### src/rtl/mem_pkg.sv
// Shared definitions for the memory access unit: datapath width, access size
// encodings, FSM states and small helpers for byte-lane handling.
package mem_pkg;

  localparam int XLEN = 64;

  localparam logic [1:0] SIZE_BYTE   = 2'b00;
  localparam logic [1:0] SIZE_HALF   = 2'b01;
  localparam logic [1:0] SIZE_WORD   = 2'b10;
  localparam logic [1:0] SIZE_DOUBLE = 2'b11;

  typedef enum logic {
    ST_IDLE = 1'b0,
    ST_REQ  = 1'b1
  } state_e;

  // Unshifted byte-enable pattern for an access of the given size.
  function automatic logic [7:0] size_mask(input logic [1:0] size);
    logic [7:0] m;
    case (size)
      SIZE_BYTE: m = 8'h01;
      SIZE_HALF: m = 8'h03;
      SIZE_WORD: m = 8'h0F;
      default:   m = 8'hFF;
    endcase
    return m;
  endfunction

  // True when the byte offset is not a multiple of the access size.
  function automatic logic is_misaligned(input logic [1:0] size, input logic [2:0] off);
    logic mis;
    case (size)
      SIZE_HALF:   mis = off[0];
      SIZE_WORD:   mis = |off[1:0];
      SIZE_DOUBLE: mis = |off;
      default:     mis = 1'b0;
    endcase
    return mis;
  endfunction

endpackage

### src/rtl/load_align.sv
// Load data alignment: pulls the addressed lane out of a doubleword read and
// sign- or zero-extends it to the full register width.
module load_align
  import mem_pkg::*;
#(
  parameter int XLEN = mem_pkg::XLEN
) (
  input  logic [XLEN-1:0] rdata,
  input  logic [2:0]      offset,
  input  logic [1:0]      size,
  input  logic            is_unsigned,
  output logic [XLEN-1:0] result
);

  logic [XLEN-1:0] lane;

  // Shift the addressed bytes down to bit 0, then extend according to size.
  always_comb begin
    lane   = rdata >> {offset, 3'b000};
    result = lane;
    case (size)
      SIZE_BYTE: result = is_unsigned ? {{(XLEN-8){1'b0}}, lane[7:0]}
                                      : {{(XLEN-8){lane[7]}}, lane[7:0]};
      SIZE_HALF: result = is_unsigned ? {{(XLEN-16){1'b0}}, lane[15:0]}
                                      : {{(XLEN-16){lane[15]}}, lane[15:0]};
      SIZE_WORD: result = is_unsigned ? {{(XLEN-32){1'b0}}, lane[31:0]}
                                      : {{(XLEN-32){lane[31]}}, lane[31:0]};
      default:   result = lane;
    endcase
  end

endmodule

### src/rtl/mem_access_unit.sv
// Memory access pipeline stage: passes ALU results through in one cycle,
// issues aligned load/store requests to memory and waits for the ack, and
// flags misaligned or contradictory memory operations as faults.
module mem_access_unit
  import mem_pkg::*;
#(
  parameter int XLEN = mem_pkg::XLEN
) (
  input  logic            clk,
  input  logic            rst_n,
  input  logic            in_valid,
  output logic            in_ready,
  input  logic [XLEN-1:0] in_alu_y,
  input  logic [XLEN-1:0] in_wdata,
  input  logic [4:0]      in_rd,
  input  logic            in_reg_wr,
  input  logic            in_mem_rd,
  input  logic            in_mem_wr,
  input  logic [1:0]      in_size,
  input  logic            in_unsigned,
  input  logic            flush,
  output logic            out_valid,
  output logic [4:0]      out_rd,
  output logic [XLEN-1:0] out_result,
  output logic            out_reg_wr,
  output logic            mem_req,
  output logic            mem_we,
  output logic [XLEN-1:0] mem_addr,
  output logic [XLEN-1:0] mem_wdata,
  output logic [7:0]      mem_be,
  input  logic            mem_ack,
  input  logic [XLEN-1:0] mem_rdata,
  output logic            fault
);

  state_e state_q, state_d;

  logic            is_mem;
  logic            illegal;
  logic            accept;
  logic [2:0]      off;
  logic [XLEN-1:0] load_result;

  logic            out_valid_q, out_valid_d;
  logic [4:0]      out_rd_q, out_rd_d;
  logic [XLEN-1:0] out_result_q, out_result_d;
  logic            out_reg_wr_q, out_reg_wr_d;
  logic            fault_q, fault_d;
  logic            mem_req_q, mem_req_d;
  logic            mem_we_q, mem_we_d;
  logic [XLEN-1:0] mem_addr_q, mem_addr_d;
  logic [XLEN-1:0] mem_wdata_q, mem_wdata_d;
  logic [7:0]      mem_be_q, mem_be_d;

  // Context of the outstanding memory operation, needed when the ack arrives.
  logic            pend_load_q, pend_load_d;
  logic            pend_reg_wr_q, pend_reg_wr_d;
  logic [4:0]      pend_rd_q, pend_rd_d;
  logic [1:0]      pend_size_q, pend_size_d;
  logic            pend_unsigned_q, pend_unsigned_d;
  logic [2:0]      pend_off_q, pend_off_d;

  assign off      = in_alu_y[2:0];
  assign is_mem   = in_mem_rd | in_mem_wr;
  assign illegal  = (in_mem_rd & in_mem_wr) | is_misaligned(in_size, off);
  assign in_ready = (state_q == ST_IDLE);
  assign accept   = in_valid & in_ready & ~flush;

  assign out_valid  = out_valid_q;
  assign out_rd     = out_rd_q;
  assign out_result = out_result_q;
  assign out_reg_wr = out_reg_wr_q;
  assign fault      = fault_q;
  assign mem_req    = mem_req_q;
  assign mem_we     = mem_we_q;
  assign mem_addr   = mem_addr_q;
  assign mem_wdata  = mem_wdata_q;
  assign mem_be     = mem_be_q;

  load_align #(.XLEN(XLEN)) u_load_align (
    .rdata       (mem_rdata),
    .offset      (pend_off_q),
    .size        (pend_size_q),
    .is_unsigned (pend_unsigned_q),
    .result      (load_result)
  );

  // FSM state register; reset aborts any outstanding request.
  always_ff @(posedge clk or negedge rst_n) begin
    if (!rst_n) state_q <= ST_IDLE;
    else        state_q <= state_d;
  end

  // Enter REQ on an accepted legal memory op, leave on ack; flush cannot abort.
  always_comb begin
    state_d = state_q;
    case (state_q)
      ST_IDLE: if (accept && is_mem && !illegal) state_d = ST_REQ;
      ST_REQ:  if (mem_ack) state_d = ST_IDLE;
      default: state_d = ST_IDLE;
    endcase
  end

  // Output and datapath next values: writeback pulses, memory request fields.
  always_comb begin
    out_valid_d     = 1'b0;
    fault_d         = 1'b0;
    out_rd_d        = out_rd_q;
    out_result_d    = out_result_q;
    out_reg_wr_d    = out_reg_wr_q;
    mem_req_d       = mem_req_q;
    mem_we_d        = mem_we_q;
    mem_addr_d      = mem_addr_q;
    mem_wdata_d     = mem_wdata_q;
    mem_be_d        = mem_be_q;
    pend_load_d     = pend_load_q;
    pend_reg_wr_d   = pend_reg_wr_q;
    pend_rd_d       = pend_rd_q;
    pend_size_d     = pend_size_q;
    pend_unsigned_d = pend_unsigned_q;
    pend_off_d      = pend_off_q;
    case (state_q)
      ST_IDLE: begin
        if (accept) begin
          if (!is_mem) begin
            out_valid_d  = 1'b1;
            out_result_d = in_alu_y;
            out_rd_d     = in_rd;
            out_reg_wr_d = in_reg_wr;
          end else if (illegal) begin
            out_valid_d  = 1'b1;
            fault_d      = 1'b1;
            out_result_d = '0;
            out_rd_d     = in_rd;
            out_reg_wr_d = 1'b0;
          end else begin
            mem_req_d       = 1'b1;
            mem_we_d        = in_mem_wr;
            mem_addr_d      = {in_alu_y[XLEN-1:3], 3'b000};
            mem_wdata_d     = in_wdata << {off, 3'b000};
            mem_be_d        = size_mask(in_size) << off;
            pend_load_d     = in_mem_rd;
            pend_reg_wr_d   = in_reg_wr;
            pend_rd_d       = in_rd;
            pend_size_d     = in_size;
            pend_unsigned_d = in_unsigned;
            pend_off_d      = off;
          end
        end
      end
      ST_REQ: begin
        if (mem_ack) begin
          mem_req_d    = 1'b0;
          mem_we_d     = 1'b0;
          mem_be_d     = 8'h00;
          out_valid_d  = 1'b1;
          out_rd_d     = pend_rd_q;
          out_reg_wr_d = pend_load_q & pend_reg_wr_q;
          out_result_d = pend_load_q ? load_result : '0;
        end
      end
      default: ;
    endcase
  end

  // Datapath registers; everything visible clears immediately on reset.
  always_ff @(posedge clk or negedge rst_n) begin
    if (!rst_n) begin
      out_valid_q     <= 1'b0;
      out_rd_q        <= '0;
      out_result_q    <= '0;
      out_reg_wr_q    <= 1'b0;
      fault_q         <= 1'b0;
      mem_req_q       <= 1'b0;
      mem_we_q        <= 1'b0;
      mem_addr_q      <= '0;
      mem_wdata_q     <= '0;
      mem_be_q        <= '0;
      pend_load_q     <= 1'b0;
      pend_reg_wr_q   <= 1'b0;
      pend_rd_q       <= '0;
      pend_size_q     <= '0;
      pend_unsigned_q <= 1'b0;
      pend_off_q      <= '0;
    end else begin
      out_valid_q     <= out_valid_d;
      out_rd_q        <= out_rd_d;
      out_result_q    <= out_result_d;
      out_reg_wr_q    <= out_reg_wr_d;
      fault_q         <= fault_d;
      mem_req_q       <= mem_req_d;
      mem_we_q        <= mem_we_d;
      mem_addr_q      <= mem_addr_d;
      mem_wdata_q     <= mem_wdata_d;
      mem_be_q        <= mem_be_d;
      pend_load_q     <= pend_load_d;
      pend_reg_wr_q   <= pend_reg_wr_d;
      pend_rd_q       <= pend_rd_d;
      pend_size_q     <= pend_size_d;
      pend_unsigned_q <= pend_unsigned_d;
      pend_off_q      <= pend_off_d;
    end
  end

endmodule
### config.mk
export PLATFORM = sky130hd
export DESIGN_NAME = mem_access_unit
export DESIGN_NICKNAME = d
export VERILOG_FILES = /design/src/rtl/mem_pkg.sv /design/src/rtl/load_align.sv /design/src/rtl/mem_access_unit.sv
export SDC_FILE = /design/constraint.sdc
export NUM_CORES = 1
export LEC_CHECK = 0
export CAP_MARGIN = 0
export CORE_MARGIN = 3
export CORE_UTILIZATION = 45
export DETAILED_ROUTE_END_ITERATION = 10
export PLACE_DENSITY = 0.88
export SYNTH_ARGS = -nofsm -noshare
export SYNTH_HDL_FRONTEND = slang
export SYNTH_SLANG_ARGS = --single-unit
### constraint.sdc
create_clock -name clk -period 2.9 [get_ports clk]
set_input_delay 0.58 -clock clk [delete_from_list [all_inputs] [get_ports clk]]
set_output_delay 0.58 -clock clk [all_outputs]
set_load 0.1 [all_outputs]
Figure 1. Sizing map (run 1).
Bar = 50 microns.
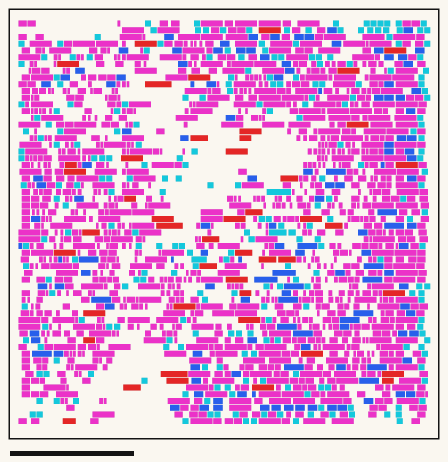
legend:
  magenta:
    size: x1 and smaller
    cells: 1218
    share: 74%
    most_used: dfrtp_1
  red:
    size: x6 and larger
    cells: 46
    share: 2.8%
    most_used: clkbuf_16
  cyan:
    size: x3 and x4
    cells: 258
    share: 16%
    most_used: buf_4
  blue:
    size: x2
    cells: 135
    share: 8.1%
    most_used: mux2_2

Figure 2. Register map, names as in the netlist (run 1).
Other sequential cells in the stronger gray, the rest of the logic in the fainter gray.
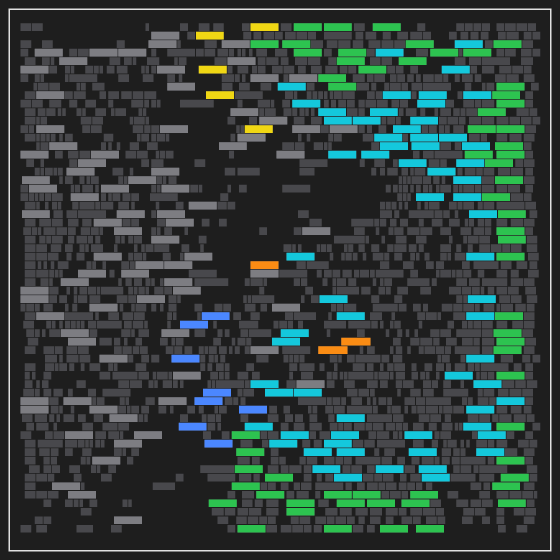
legend:
  blue:
    signal: `mem_be`
    placed_flops: 8
  cyan:
    signal: `out_result`
    placed_flops: 64
  yellow:
    signal: `pend_rd_q`
    placed_flops: 5
    where: top middle
  orange:
    signal: `pend_off_q`
    placed_flops: 3
  green:
    signal: `mem_addr`
    placed_flops: 61
not colored: 80

==> reports/results.tsv, run 1 <==
stage	metric	value	unit
outcome	status	finished with violations	
outcome	violations	hold timing	
synthesis	ys.flops	221	
synthesis	largest_area_cell	dfrtp_1	
grt	grt_overflow	0	
cells_and_area	layout-drive-gt1-share	26.49	%
synthesis	synthTopCellsByArea	dfrtp_1, mux2i_1, mux2_2	
die	die_h	172.7	microns
routing	via_count	11650	
critical_path	worstPathCellList	buf_12, mux4_2, and2_0, o21ai_0, buf_4, a21oi_1	
final_timing	setup_viol	0	
die	initCoreUtil	46.04	%
synthesis	netlist.area_leader.share	44.20	%
final_timing	hold_slack	-3.673	ps
synthesis	netlist_instances	1252	
synthesis	yosysWarnings	0	
synthesis	post_synth.cell_area_avg	9.993	sq um
critical_path	cpPeakStageDelay	730	ps
routing	drt-pass1-iter-count	5	
cells_and_area	lay_top_count	buf_4	
critical_path	critPathTopFamily	flip-flops	
routing	ant_nets	0	
routing	drt_iter0_drc	1061	
critical_path	crit_required	3320	ps
grt	grt_pass1_vias	11992	
routing	drc	0	
cts	cts_buffers	25	
synthesis	yosysSeqAreaShare	44.20	%
cts	cts_setup_buffers	0	
die	row_count	60	
synthesis	synth-edff-count	0	
die	die_w	172.7	microns
die	dieArea	0.02984	sq mm
min_path	hp-class	in -> async	
synthesis	synth-area-yosys	0.01251	sq mm
final_timing	fin_setup_tns	0	ps
placed_design	pre_cts_slack	164.9	ps
cts	htree_levels	1	
cts	ctsHoldBuffers	0	
routing	viasPerCell	5.739	
cts	clkSinkCount	221	
grt	grt_pass1_wl	73100	microns
grt	grt.total_usage	31.20	%
final_timing	timing.final.ws_setup	413.9	ps
die	io_pins	419	
cells_and_area	mostFrequentLayoutCells	buf_4, dfrtp_1, clkdlybuf4s50_1	
synthesis	yosysUniqueCellTypes	52	
synthesis	ys_cells	1252	
critical_path	critPathCaptureType	flip-flop	
placed_design	portBuffers	415	
routing	wl_per_cell	23.81	microns
cells_and_area	final_util	64.45	%
cells_and_area	layout.nets	1847	
power	power	0.01805	W
cells_and_area	areaGrowthSynthToFinish	39.99	%
power	power_density	1030	mW/mm^2
synthesis	synth_area	0.01251	sq mm
final_timing	hold_viol	1	
power	peakVddDrop	462.1	uV
cts	clk_pin_slew_worst_paths	70	ps
final_timing	relSlewSlack	42.66	%
job	warning_count	29	
die	core_area	0.02718	sq mm
final_timing	slew_viol_final	0	
grt	grt_max_degree	118	
final_timing	fin_crit	2486	ps
critical_path	slowest_stage	dfrtp_2	
cts	cts_max_path_buffers	3	
routing	finalWirelength	48330	microns
job	drv_cap	0	
final_timing	post-route-period-util	85.73	%
cts	cts_resized	0	
critical_path	cp_max_fo	47	
Figure 3. Clock wires, drivers and flops (run 1).
Bar = 50 microns.
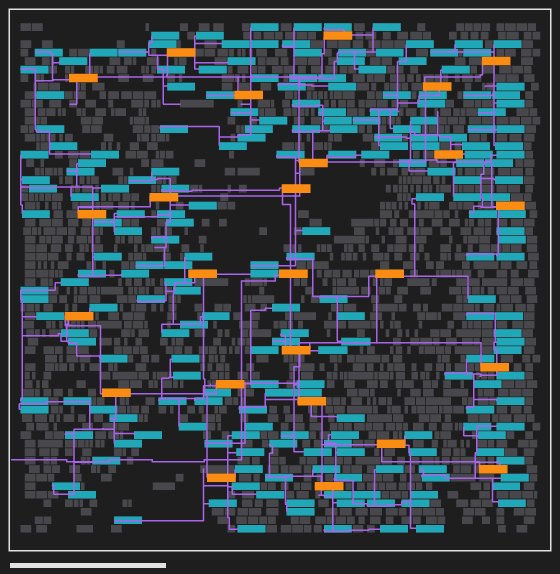
legend:
  cyan:
    item: flip-flops
    count: 221
  purple:
    item: clock wires
    length: 3180 microns
  orange:
    item: clock-net drivers
    count: 25
routed clock nets: 26
clk pwr: 0.00334 W
Clk network pwr share: 18.5%
clk latency late pin: 530 ps
Worst Skew: 14.70 ps

-- run 1: worst register-to-register path, stage by stage, from the launching register on --
cell     delay, ps
dfrtp_2        730
buf_12         360
mux4_2         600
and2_0         170
o21ai_0        260
buf_4          190
a21oi_1         60
-- run 1: metal layers --
metal	vias up	part of all wire [%]	global-route usage, %	wire length, microns
met5	-	0.027	0	13
met4	2	4.8	13.14	2301
met2	622	51	56.33	24660
met3	120	9.2	9.332	4446
li1	5268	-	-	-
met1	5638	35	34.10	16900
-- run 1: cell type report --
class / count / area (sq um)
timing repair buffer: 470 / 4182
tap: 372 / 465.4
clock inverter: 10 / 131.4
inverter: 10 / 38.79
fill: 2210 / 9662
antenna: 1 / 2.502
sequential: 221 / 5533
multi-input combinational: 911 / 6439
clock buffer: 35 / 723.2
-- run 1: final timing paths --
path	from	end	slack, ps	depth (start not counted)
setup / recovery	pend_off_q[0]	out_result[4]	410	6
hold reg to reg	mem_wdata[22]	mem_wdata[22]	480	2
setup reg to reg	pend_off_q[0]	out_result[4]	410	6
max in group asynchronous	rst_n	pend_rd_q[1]	2150	2
min in group clk	mem_wdata[22]	mem_wdata[22]	480	2
hold / removal	rst_n	mem_wdata[38]	-4	1
-- run 1: through the flow --
stage          area (sq um)  std cells  hold WS, ps
6_report              17510       2030       -3.673
3_5_place_dp          16660       1984        471.2
2_1_floorplan         12520       1254        284.4
4_1_cts               17510       2029        25.62
3_3_place_gp          16660       1984        462.2
5_1_grt               17510       2029        35.46
-- run 1: report_power, final --
part | internal (W) | total [W] | switching (W)
Combinational | 0.00246 | 0.0102 | 0.00774
Clock | 0.00200 | 0.00334 | 0.00134
Sequential | 0.00389 | 0.00451 | 0.000615
-- run 1: synthesized netlist by cell type (2+ instances only) --
cell       number
nor2b_1        24
and3_1          3
a2bb2oi_1      12
a31oi_1         5
buf_6           4
nand2_1       144
o21a_1          4
and2_0          4
inv_1           8
inv_2           2
o31ai_1        22
mux4_2         18
buf_4           7
mux2_2        104
mux2i_1       129
o21ai_1        34
a21oi_1        57
o211ai_1       13
a32oi_1         2
o21ai_0        84
and2_1         53
buf_2          42
o31a_1          8
nor3_1          5
o22a_1         14
nor2_1         83
a221oi_1        2
a211oi_1       34
dfrtp_1       221
o22ai_1        10
a22oi_1         2
clkbuf_1       50
buf_1           9
nand3_1        21
-- run 1: cells by family after synthesis --
group | Yosys count | synth area share, %
AOI/OAI and AO/OA | 311 | 15.70
xor gates and xnor gates | 1 | 0.07002
adders and majority gates | 1 | 0.08001
buffers and inverters | 122 | 4.530
DFF | 221 | 44.20
muxes | 251 | 22.92
other | 1 | 0.02997
and+or+nand+nor | 344 | 12.46
-- run 1: state kept, by name, indices dropped and copies added (netlist names) --
register	count
fault	1
mem_addr	61
mem_be	8
mem_req	1
mem_wdata	64
mem_we	1
out_rd	5
out_reg_wr	1
out_result	64
out_valid	1
pend_load_q	1
pend_off_q	3
pend_rd_q	5
pend_reg_wr_q	1
pend_size_q	2
pend_unsigned_q	1
state_q	1
==> inputs of run 2 (changes only) <==
--- a/config.mk
+++ b/config.mk
@@ -5,11 +5,13 @@
 export SDC_FILE = /design/constraint.sdc
 export NUM_CORES = 1
 export LEC_CHECK = 0
-export CAP_MARGIN = 0
+export CAP_MARGIN = 20
+export CORE_ASPECT_RATIO = 2
 export CORE_MARGIN = 3
 export CORE_UTILIZATION = 45
 export DETAILED_ROUTE_END_ITERATION = 10
 export PLACE_DENSITY = 0.88
+export SLEW_MARGIN = 20
 export SYNTH_ARGS = -nofsm -noshare
 export SYNTH_HDL_FRONTEND = slang
 export SYNTH_SLANG_ARGS = --single-unit
Figure 4. Sizing map (run 2).
Bar = 20 microns.
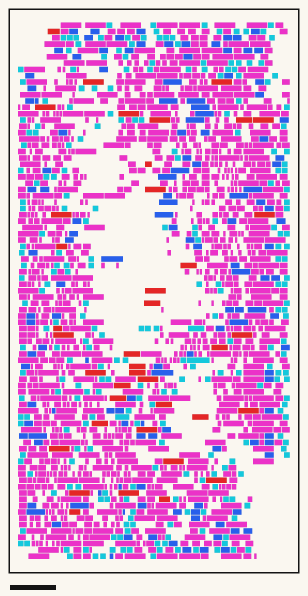
legend:
  red:
    size: x6 and larger
    cells: 39
    share: 2.4%
    most_used: clkbuf_16
  magenta:
    size: x1 and smaller
    cells: 1217
    share: 74%
    most_used: dfrtp_1
  blue:
    size: x2
    cells: 135
    share: 8.2%
    most_used: mux2_2
  cyan:
    size: x3 and x4
    cells: 259
    share: 16%
    most_used: buf_4
area delta synth->final: 38.27%
Finished Cell Area: 0.01730 sq mm

Figure 5. M4 wires (run 2).
Supply wires on this layer in gray.
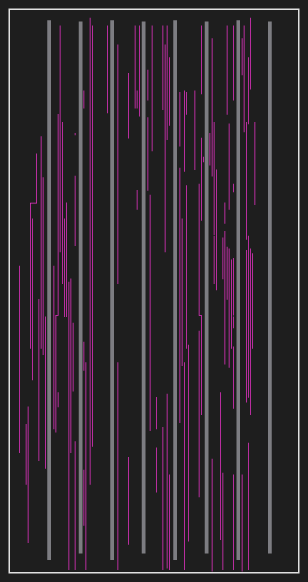
nets with wire on the layer: 88
longest straight run: 201 microns

==> reports/results.tsv, run 2 <==
stage	metric	value	unit	change
routing	drc	0		unchanged
job	drv_cap	0		unchanged
critical_path	critPathTopFamily	flip-flops		
grt	grt_max_degree	86		-27%
cts	cts_buffers	21		-16%
synthesis	yosysSeqAreaShare	44.20	%	unchanged
synthesis	ys_top_cells_by_count	dfrtp_1, nand2_1, mux2i_1		
job	warning_count	26		-10%
grt	grt_overflow	0		unchanged
synthesis	netlist_instances	1252		unchanged
cts	ctsHoldBuffers	0		unchanged
critical_path	r2r_slack	330	ps	-90 ps
cells_and_area	fillers	2239		+1.3%
critical_path	critPathCaptureType	flip-flop		
cts	cts_setup_buffers	0		unchanged
grt	grt_pass1_vias	12403		+3.4%
cells_and_area	mostFrequentLayoutCells	buf_4, dfrtp_1, clkdlybuf4s50_1		
die	die_w	123.9	microns	-28%
final_timing	fin_crit	2573	ps	+87.26 ps
power	peakVddDrop	694.0	uV	+50%
synthesis	synth-area-yosys	0.01251	sq mm	unchanged
routing	via_count	11743		+0.80%
cells_and_area	lay_top_count	buf_4		
routing	finalWirelength	50500	microns	+4.5%
cells_and_area	layout-drive-gt1-share	26.24	%	-0.25 points
cts	clkSinkCount	221		unchanged
critical_path	startpoint	pend_off_q[0]		
outcome	status	completed		
final_timing	hold_viol	0		-1
final_timing	relSlewSlack	50.91	%	+8.2 points
cells_and_area	seqCellArea	0.005533	sq mm	unchanged
final_timing	post-route-period-util	88.74	%	+3.0 points
cells_and_area	combGateArea	0.006439	sq mm	unchanged
placed_design	portBuffers	415		unchanged
routing	drt_iter0_drc	965		-9.0%
synthesis	synth-edff-count	0		unchanged
cells_and_area	layout.nets	1845		-0.11%
synthesis	synth_area	0.01251	sq mm	unchanged
die	die_h	241.8	microns	+40%
synthesis	post_synth.cell_area_avg	9.993	sq um	unchanged
cts	worstSkewPairLatency	520	ps	about the same
critical_path	cpPeakStageDelay	730	ps	about the same
critical_path	worstPathCellList	buf_4, mux4_2, and2_0, o21ai_0, buf_4, a21oi_1		
final_timing	fin_setup_tns	0	ps	unchanged
routing	drt-pass1-iter-count	5		unchanged
cts	htree_levels	1		unchanged
synthesis	netlist.area_leader.share	44.20	%	unchanged
synthesis	yosysWarnings	0		unchanged
synthesis	ys.flops	221		unchanged
run 2: power by group:
part           switching, W  internal, W
registers          0.000606      0.00389
logic               0.00788      0.00247
clock network       0.00126      0.00142
run 2: layer usage:
metal	GRT usage [%]	routed length [microns]	share of wire [%]	up-vias
li1	-	-	-	5250
met1	31.78	15690	31	5672
met2	58.94	26600	53	613
met3	5.986	3226	6.4	206
met4	26.33	4969	9.8	2
met5	0	13	0.026	-
run 2: final timing paths:
path	endpoint
min	mem_addr[11]
max	out_result[4]
min reg2reg	mem_wdata[4]
min in group clk	out_result[0]
max in group asynchronous	out_result[32]
max reg2reg	out_result[4]
run 2: kinds of logic (layout without fill, tap and decap cells):
group	Yosys count	count (layout)	share of synthesized area, %
and+or+nand+nor	344	344	12.46
AOI/OAI and AO/OA	311	311	15.70
muxes	251	251	22.92
DFF	221	221	44.20
buffers and inverters	122	518	4.530
adders and majority gates	1	1	0.08001
other	1	8	0.02997
xor gates and xnor gates	1	1	0.07002
run 2: stage by stage:
step / power, W / cells / cell area [sq um] / setup slack [ps] / hold WS, ps
floorplan: 0.01206 / 1254 / 12520 / 812.6 / 284.4
global placement: 0.01470 / 1962 / 16650 / 320.1 / 460.2
detailed placement: 0.01486 / 1962 / 16650 / 264.4 / 471.3
CTS: 0.01754 / 1998 / 17290 / 454.2 / 121.0
global route: 0.01809 / 2003 / 17300 / 275.5 / 136.7
finish: 0.01753 / 2003 / 17300 / 326.6 / 98.16
run 2: final cells by class:
class                           count  share of cell area [%]
Antenna cell                        5                 0.07233
Clock buffer                       28                   3.363
Clock inverter                      8                  0.3182
Inverter                           10                  0.2242
Multi-Input combinational cell    911                   37.22
Sequential cell                   221                   31.98
Tap cell                          348                   2.517
Timing Repair Buffer              472                   24.30
run 2: worst reg2reg max path: cells and delay by family, from the launching register on:
kind / cells / cell delay, ps
multiplexers: 1 / 560
AND/OR/NAND/NOR: 1 / 170
flip-flops: 1 / 730
buffers and inverters: 2 / 560
AND-OR/OR-AND: 2 / 450
No activity file was given, so power comes from the tool's default toggle rates.
